==> run_1/cell_classes.png <==
Bar = 100 microns. Fill, decap, tap and diode cells in grey.
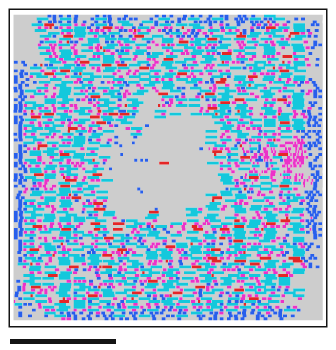
==> run_1/met2.png <==
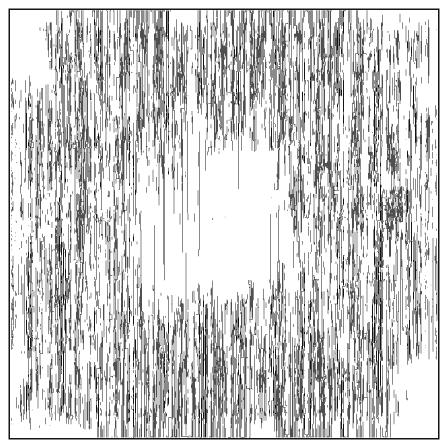
==> run_1/final_clocks.png <==
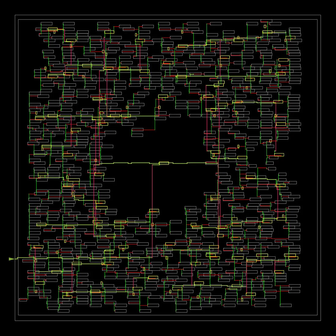
<file path="config.mk">
export PLATFORM = sky130hd
export DESIGN_NAME = ex_dispatch_router
export DESIGN_NICKNAME = d
export VERILOG_FILES = /design/src/rtl/ex_dispatch_router.sv
export SDC_FILE = /design/constraint.sdc
export NUM_CORES = 1
export LEC_CHECK = 0
export ABC_AREA = 0
export CAP_MARGIN = 0
export CELL_PAD_IN_SITES_DETAIL_PLACEMENT = 1
export CELL_PAD_IN_SITES_GLOBAL_PLACEMENT = 2
export CORE_MARGIN = 3
export CORE_UTILIZATION = 38
export CTS_CLUSTER_SIZE = 40
export DETAILED_ROUTE_END_ITERATION = 8
export PLACE_DENSITY = 0.76
export SLEW_MARGIN = 20
export SYNTH_ARGS = -nofsm -noshare
export SYNTH_HDL_FRONTEND = slang
export SYNTH_SLANG_ARGS = --single-unit
</file>
<file path="constraint.sdc">
create_clock -name clk -period 8.6 [get_ports clk]
set_clock_uncertainty 0.05 [all_clocks]
set_input_delay 1.72 -clock clk [delete_from_list [all_inputs] [get_ports clk]]
set_output_delay 1.72 -clock clk [all_outputs]
set_load 0.03 [all_outputs]
</file>
<file path="src/rtl/ex_dispatch_router.sv">
// ex_dispatch_router: routes in-order issue lanes into per-functional-unit
// FIFOs and presents each FIFO head to its functional unit.
module ex_dispatch_router #(
   parameter int ISSUE_WIDTH = 2,
   parameter int FU_NUMBER   = 4,
   parameter int PAYLOAD_W   = 96,
   parameter int FIFO_DEPTH  = 2,
   localparam int FU_SEL_W   = (FU_NUMBER > 1) ? $clog2(FU_NUMBER) : 1,
   localparam int CNT_W      = $clog2(FIFO_DEPTH + 1)
) (
   input  logic                                  clk,
   input  logic                                  rst_n,
   input  logic                                  flush,
   input  logic [ISSUE_WIDTH-1:0]                issue_valid,
   input  logic [ISSUE_WIDTH-1:0][FU_SEL_W-1:0]  issue_fu,
   input  logic [ISSUE_WIDTH-1:0][PAYLOAD_W-1:0] issue_payload,
   output logic [ISSUE_WIDTH-1:0]                issue_ready,
   output logic [FU_NUMBER-1:0]                  fu_valid,
   output logic [FU_NUMBER-1:0][PAYLOAD_W-1:0]   fu_payload,
   input  logic [FU_NUMBER-1:0]                  fu_busy,
   output logic [FU_NUMBER-1:0][CNT_W-1:0]       fu_count,
   output logic                                  illegal_fu
);

   localparam int PTR_W = (FIFO_DEPTH > 1) ? $clog2(FIFO_DEPTH) : 1;
   localparam logic [CNT_W-1:0] DEPTH_C = CNT_W'(FIFO_DEPTH);
   localparam logic [PTR_W-1:0] LAST_C  = PTR_W'(FIFO_DEPTH - 1);

   logic [FU_NUMBER-1:0][CNT_W-1:0]     count_q, count_d;
   logic [FU_NUMBER-1:0][PTR_W-1:0]     rd_ptr_q, rd_ptr_d;
   logic [FU_NUMBER-1:0][PTR_W-1:0]     wr_ptr_q, wr_ptr_d;
   logic [PAYLOAD_W-1:0]                mem_q [FU_NUMBER][FIFO_DEPTH];
   logic [PAYLOAD_W-1:0]                mem_d [FU_NUMBER][FIFO_DEPTH];
   logic                                illegal_q, illegal_d;
   logic [FU_NUMBER-1:0]                push, pop;
   logic [FU_NUMBER-1:0][PAYLOAD_W-1:0] push_data;
   logic [ISSUE_WIDTH-1:0]              ready;

   function automatic logic [PTR_W-1:0] next_ptr(input logic [PTR_W-1:0] p);
      return (p == LAST_C) ? '0 : p + 1'b1;
   endfunction

   // Lane acceptance: walk lanes in order, stop at the first valid lane that
   // cannot go, and let only the lowest lane claim each FU per cycle.
   always_comb begin
      logic                 in_order;
      logic                 lane_legal;
      logic                 lane_ok;
      logic [FU_NUMBER-1:0] claimed;
      ready      = '0;
      push       = '0;
      push_data  = '0;
      illegal_d  = 1'b0;
      claimed    = '0;
      lane_legal = 1'b0;
      lane_ok    = 1'b0;
      in_order   = rst_n & ~flush;
      for (int i = 0; i < ISSUE_WIDTH; i++) begin
         lane_legal = 1'b0;
         lane_ok    = 1'b0;
         for (int k = 0; k < FU_NUMBER; k++) begin
            if (issue_fu[i] == FU_SEL_W'(k)) begin
               lane_legal = 1'b1;
               lane_ok    = (count_q[k] < DEPTH_C) && !claimed[k];
            end
         end
         if (!lane_legal) begin
            lane_ok = 1'b1;
         end
         ready[i] = in_order & lane_ok;
         if (issue_valid[i] && ready[i]) begin
            if (lane_legal) begin
               for (int k = 0; k < FU_NUMBER; k++) begin
                  if (issue_fu[i] == FU_SEL_W'(k)) begin
                     push[k]      = 1'b1;
                     push_data[k] = issue_payload[i];
                     claimed[k]   = 1'b1;
                  end
               end
            end else begin
               illegal_d = 1'b1;
            end
         end
         if (issue_valid[i] && !ready[i]) begin
            in_order = 1'b0;
         end
      end
   end

   // FIFO bookkeeping: write at the tail on push, advance the head on pop,
   // and let flush wipe every count and pointer.
   always_comb begin
      count_d  = count_q;
      rd_ptr_d = rd_ptr_q;
      wr_ptr_d = wr_ptr_q;
      mem_d    = mem_q;
      pop      = '0;
      for (int k = 0; k < FU_NUMBER; k++) begin
         pop[k] = (count_q[k] != '0) && !fu_busy[k] && !flush;
         if (push[k]) begin
            mem_d[k][wr_ptr_q[k]] = push_data[k];
            wr_ptr_d[k]           = next_ptr(wr_ptr_q[k]);
         end
         if (pop[k]) begin
            rd_ptr_d[k] = next_ptr(rd_ptr_q[k]);
         end
         count_d[k] = count_q[k] + CNT_W'(push[k]) - CNT_W'(pop[k]);
      end
      if (flush) begin
         count_d  = '0;
         rd_ptr_d = '0;
         wr_ptr_d = '0;
      end
   end

   // Valid-bearing state: counts, pointers and the illegal-index pulse.
   always_ff @(posedge clk) begin
      if (!rst_n) begin
         count_q   <= '0;
         rd_ptr_q  <= '0;
         wr_ptr_q  <= '0;
         illegal_q <= 1'b0;
      end else begin
         count_q   <= count_d;
         rd_ptr_q  <= rd_ptr_d;
         wr_ptr_q  <= wr_ptr_d;
         illegal_q <= illegal_d;
      end
   end

   // Payload storage carries no valid meaning of its own, so it is not reset.
   always_ff @(posedge clk) begin
      mem_q <= mem_d;
   end

   // Outputs: heads come straight from storage, validity from the counts.
   always_comb begin
      issue_ready = ready;
      fu_count    = count_q;
      illegal_fu  = illegal_q;
      fu_valid    = '0;
      fu_payload  = '0;
      for (int k = 0; k < FU_NUMBER; k++) begin
         fu_valid[k]   = (count_q[k] != '0);
         fu_payload[k] = mem_q[k][rd_ptr_q[k]];
      end
   end

endmodule

</file>
==> results.toml, run 1 <==
# synthesis and place-and-route metrics
[critical_path]
critPathMaxFanout = 19
critical_path.reg2reg.startpoint = "fu_count[7]"
end_kind = "primary output"
critical_path_cell_count = 7
crit_path_frequent_cell = "sky130_fd_sc_hd__clkdlybuf4s50_1"
critical_path.endpoint = "issue_ready[1]"
setup.worst_path.start = "flush"
worst_r2r_endpoint = "mem_q[118]"

[die]
fp.dieW_microns = 298
initial_core_util_pct = 38.6
fp.dieH_microns = 298
die_area_sq_um = 88900

[final_timing]
fin_setup_tns_ps = 0
slew_of_the_pin_with_the_lowest_slew_margin_ps = 1060
rsz0062_at_grt = "false"
timing_max_transition_violations_final = 0
timing.final.crit_share_pct = 80.6
maxSlewHeadroom_pct = 29.5
post-route-min-period_ps = 6930
timing.final.ws_setup_ps = 1670

[synthesis]
aoi_share_pct = 11.0
simple_gate_fraction_of_synth_area_pct = 1.12
postSynthRegisterBits = 785
yosysWarningCount = 0
yosys.area.top_type_share_pct = 71.1
ys_async_sr_fraction_pct = 0
post_synth_num_cell_types = 40
topCombFamilyByArea = "multiplexers"
syn-cell-area_sq_um = 32400
synth.net_count = 2005
post_synth_mux_area_share_pct = 13.4
synth_adder_area_share_pct = 0.154
synthTopCellsByCount = "sky130_fd_sc_hd__edfxtp_1, sky130_fd_sc_hd__a22o_1, sky130_fd_sc_hd__mux2_2"
yosys.stat.chipArea_sq_um = 32400

[job]
openroad_warning_count = 26
drv.max_cap_violation_count = 0

[grt]
global_route.peak_usage_layer = "met2"
grt_overflow = 0
global_route.usage.total_pct = 23.9
grt_pass1_vias = 21400
grt_first_pass_wirelength_microns = 156000
met3_usage_pct = 5.27
grt_start_max_net_pins = 61

[routing]
detail_route.wl_per_cell_microns = 30.7
post-route-drc-count = 0
dr.max_layer_used = "met5"
met2_wirelength_microns = 54200
met3_length_microns = 8340
first_pass_drt_iterations = 6
vias = 20300

[worst_hold_path]
timing.hold.worst.start = "wr_ptr_q[3]"
worst_hold_path.num_cells = 2

[power_and_ir_drop]
swShare_pct = 21.0
share_clk_of_total_power_pct = 43.3
leakagePower_nw = 14.3
p_comb_share_pct = 4.7
internal_power_of_the_cells_w = 0.00637
sequentialPower_w = 0.00419
post-layout-total-power_w = 0.00806
power_leader = "sequential cells"

[layout]
synthToLayoutAreaGrowth_pct = 30.5
final_core_utilization_pct = 50.3
final_layout_size_suffix_gt1_share_pct = 22.5

[cts]
cts-buffers-inserted = 83
cts_root_buf = "sky130_fd_sc_hd__clkbuf_16"
h-tree-depth = 3
cts.repair.resized = 0
hold_buf_cts = 0
postCtsSetupBuffers = 0
clkSlewWorstSetupHoldPaths_ps = 60
clock_tree_from_tritoncts = "built"

[run_status]
status = "complete, no violations"

[placement]
placed_cells_incl_taps = 3433
Back to the opening pictures, cell_classes.png:
legend:
  all other logic:
    colour: magenta
    cells: 877
    share_of_their_area: 21%
  other buffers and delay cells:
    colour: blue
    cells: 638
    share_of_their_area: 15%
  clock drivers and dummy loads:
    colour: red
    cells: 151
    share_of_their_area: 6.4%
  flip-flops:
    colour: cyan
    cells: 785
    share_of_their_area: 57%
core footprint: 84100 sq um
fraction of area in registers: 55.3%
post-route cell area: 42300 sq um
count of standard-cell rows: 106

Back to the opening pictures, met2.png:
nets with wire on the layer: 2492
main direction: vertical
longest straight run: 87.2 microns
wire length on this layer: 54.2 mm
final WL: 110000 microns
GR Util met2: 40.8%

Back to the opening pictures, final_clocks.png:
Seq cells: 785
number of clock buffers in the layout: 111
Clk power: 0.00349 W
clock latency on the worst-skew pair: 620 ps

run 1: final cells by class:
| cell class | instances | area (sq um) |
|---|---|---|
| Fill cell | 7923 | 41800 |
| Sequential cell | 785 | 23400 |
| Multi-Input combinational cell | 870 | 8500 |
| Timing Repair Buffer | 638 | 6320 |
| Clock buffer | 111 | 2270 |
| Tap cell | 1134 | 1420 |
| Clock inverter | 40 | 365 |
| Inverter | 7 | 26.3 |
| Antenna cell | 5 | 12.5 |
run 1: registers in the layout, indices dropped and copies added (netlist names):
signal      cells
illegal_fu      1
rd_ptr_q        4
mem_q         768
wr_ptr_q        4
fu_count        8
==> run 2, diff against run 1 <==
==> constraint.sdc (replaced) <==
create_clock -name clk -period 6.7 [get_ports clk]
set_clock_uncertainty 0.05 [all_clocks]
set_input_delay 1.34 -clock clk [delete_from_list [all_inputs] [get_ports clk]]
set_output_delay 1.34 -clock clk [all_outputs]
set_load 0.03 [all_outputs]
==> run_2/met2.png <==
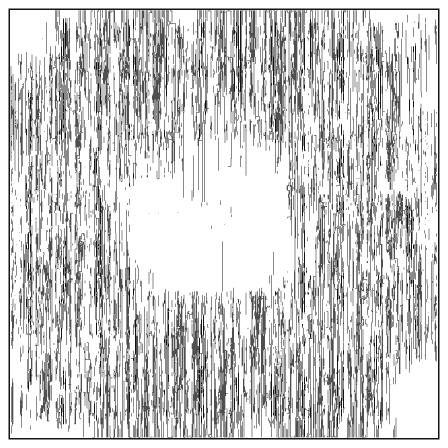
wire length on this layer: 53.3 mm
nets with wire on the layer: 2494
share of all routed wire: 49%
main direction: vertical
longest straight run: 136 microns
GR Util met2: 40.2%
final WL: 108000 microns
Vias: 20300

==> run 2 against run 1 <==
Against the previous run:
- cell count down 0.14%
- count of clock-buffer cells in the layout decreased by 6
- clock power is 24% higher
- cell area barely moved
- hold slack worse by 9.7 ps
- die size did not move
- worst setup slack worse by 390 ps
- combinational power increased by 29%
- routed wire length down 1.5%
- utilization hardly changed
- total power is 26% higher
- critical path type unchanged
==> results.toml, run 2 <==
# synthesis and place-and-route metrics
[run_status]
status = "complete, no violations"

[synthesis]
yosys.stat.chipArea_sq_um = 32400
post_synth_num_cell_types = 40
yosysWarningCount = 0
ys_async_sr_fraction_pct = 0
yosys.area.top_type_share_pct = 71.1
postSynthRegisterBits = 785
syn-cell-area_sq_um = 32400
synthTopCellsByCount = "sky130_fd_sc_hd__edfxtp_1, sky130_fd_sc_hd__a22o_1, sky130_fd_sc_hd__mux2_2"
synth_sequential_area_ratio_pct = 72.2
synth.net_count = 2005

[die]
fp.dieW_microns = 298
die_area_sq_um = 88900
placementRows = 106
initial_core_util_pct = 38.6
design.core.area_sq_um = 84100
fp.dieH_microns = 298
tap-cell-count = 1134

[placement]
preCtsSetupSlack_ps = 1320
placed_cells_incl_taps = 3435
detailed_place_hpwl_microns = 69300

[critical_path]
critPathMaxFanout = 11
worst_r2r_endpoint = "mem_q[504]"
setup.worst_path.start = "flush"
worst-r2r-setup-slack_ps = 3220
critical_path.reg2reg.startpoint = "fu_count[1]"
critical_path.endpoint = "issue_ready[1]"
critical_path_cell_count = 7
critPathBufInv = 2
end_kind = "primary output"
crit_path_frequent_cell = "sky130_fd_sc_hd__clkdlybuf4s50_1"

[final_timing]
timing.final.ws_setup_ps = 1270
post-route-min-period_ps = 5430
rsz0062_at_grt = "false"
final_hold_viol_count = 0
timing.final.crit_share_pct = 81.0
fin_setup_tns_ps = 0
maxSlewHeadroom_pct = 30.3
slew_of_the_pin_with_the_lowest_slew_margin_ps = 1040
timing_max_transition_violations_final = 0

[routing]
first_pass_drt_iterations = 5
met3_length_microns = 8290
detail_route.wl_per_cell_microns = 30.3
post-route-drc-count = 0
dr.max_layer_used = "met5"
met2_wirelength_microns = 53300

[cts]
clock_latency_ps = 610
cts.repair.resized = 0
clkSlewWorstSetupHoldPaths_ps = 60
clock_tree_from_tritoncts = "built"
hold_buf_cts = 0
h-tree-depth = 3
cts_root_buf = "sky130_fd_sc_hd__clkbuf_16"
postCtsSetupBuffers = 0

[worst_hold_path]
timing.hold.worst.start = "wr_ptr_q[3]"
worst_hold_path.num_cells = 2

[layout]
layout_top_cell = "sky130_fd_sc_hd__edfxtp_1"
final_cell_mix = "sky130_fd_sc_hd__edfxtp_1, sky130_fd_sc_hd__clkdlybuf4s50_1, sky130_fd_sc_hd__mux2_2, sky130_fd_sc_hd__a22o_1, sky130_fd_sc_hd__clkbuf_16"
buffers_excl_clock = 639
design.seq.count = 785
largest_class = "sequential cells"
final_layout_size_suffix_gt1_share_pct = 22.4
clockNetworkAreaShare_pct = 5.94
final_core_utilization_pct = 50.3
antenna-diode-count = 2
fillerInstances = 7943
post_route_cell_area_sq_um = 42300
buf_share_pct = 15.2
seqAreaFraction_pct = 55.4
synthToLayoutAreaGrowth_pct = 30.5
seqCellArea_sq_um = 23400
max_flop_register = "mem_q"
logic_gates = 870
count_of_inverters_other_than_clock_inverters_in_the_layout = 7
area.share.combinational_pct = 20.1
flip_flop_count_of_the_largest_register_all_copies_and_words_added = 768
area_taken_by_multi_input_logic_gates_sq_um = 8500

[grt]
grt_start_max_net_pins = 98
grt_first_pass_wirelength_microns = 154000
grt_pass1_vias = 21500
number_of_antenna_violations_at_the_first_check_in_global_routing = 4
grt_overflow = 0
global_route.usage.total_pct = 23.6

[job]
openroad_warning_count = 26
drv.max_cap_violation_count = 0

[power_and_ir_drop]
power_leader = "sequential cells"
share_clk_of_total_power_pct = 42.4
internal_power_of_the_cells_w = 0.00801
post-layout-total-power_w = 0.0102
leakagePower_nw = 14.3
swShare_pct = 21.3
p_comb_share_pct = 4.8
sequentialPower_w = 0.00538
==> run_2/final_clocks.png <==
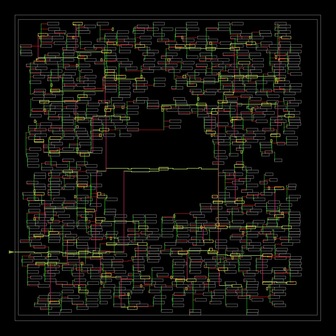
number of clock buffers in the layout: 105
number of buffers inserted during clock tree synthesis: 83
Clk power: 0.00432 W

==> run 2: logic make-up (layout without fill, tap and decap cells) <==
kind of cell             after synthesis  count (layout)  synth area share, %
adder cells (fa/ha/maj)                4               4                0.154
AND-OR/OR-AND                        413             413                 11.0
AND/OR/NAND/NOR                       58              58                 1.12
flip-flops                           785             785                 72.2
buffers and inverters                141             794                 1.89
XOR/XNOR                               8               8                0.216
multiplexers                         386             386                 13.4
other                                  1               3               0.0116
==> run 2: routing by layer <==
| layer | up-vias | GRT usage (%) |
|---|---|---|
| met4 | 2 | 6.37 |
| li1 | 8593 | - |
| met1 | 10700 | 30.3 |
| met3 | 131 | 5.71 |
| met2 | 837 | 40.2 |
| met5 | - | 0 |
No activity file was given, so power comes from the tool's default toggle rates.
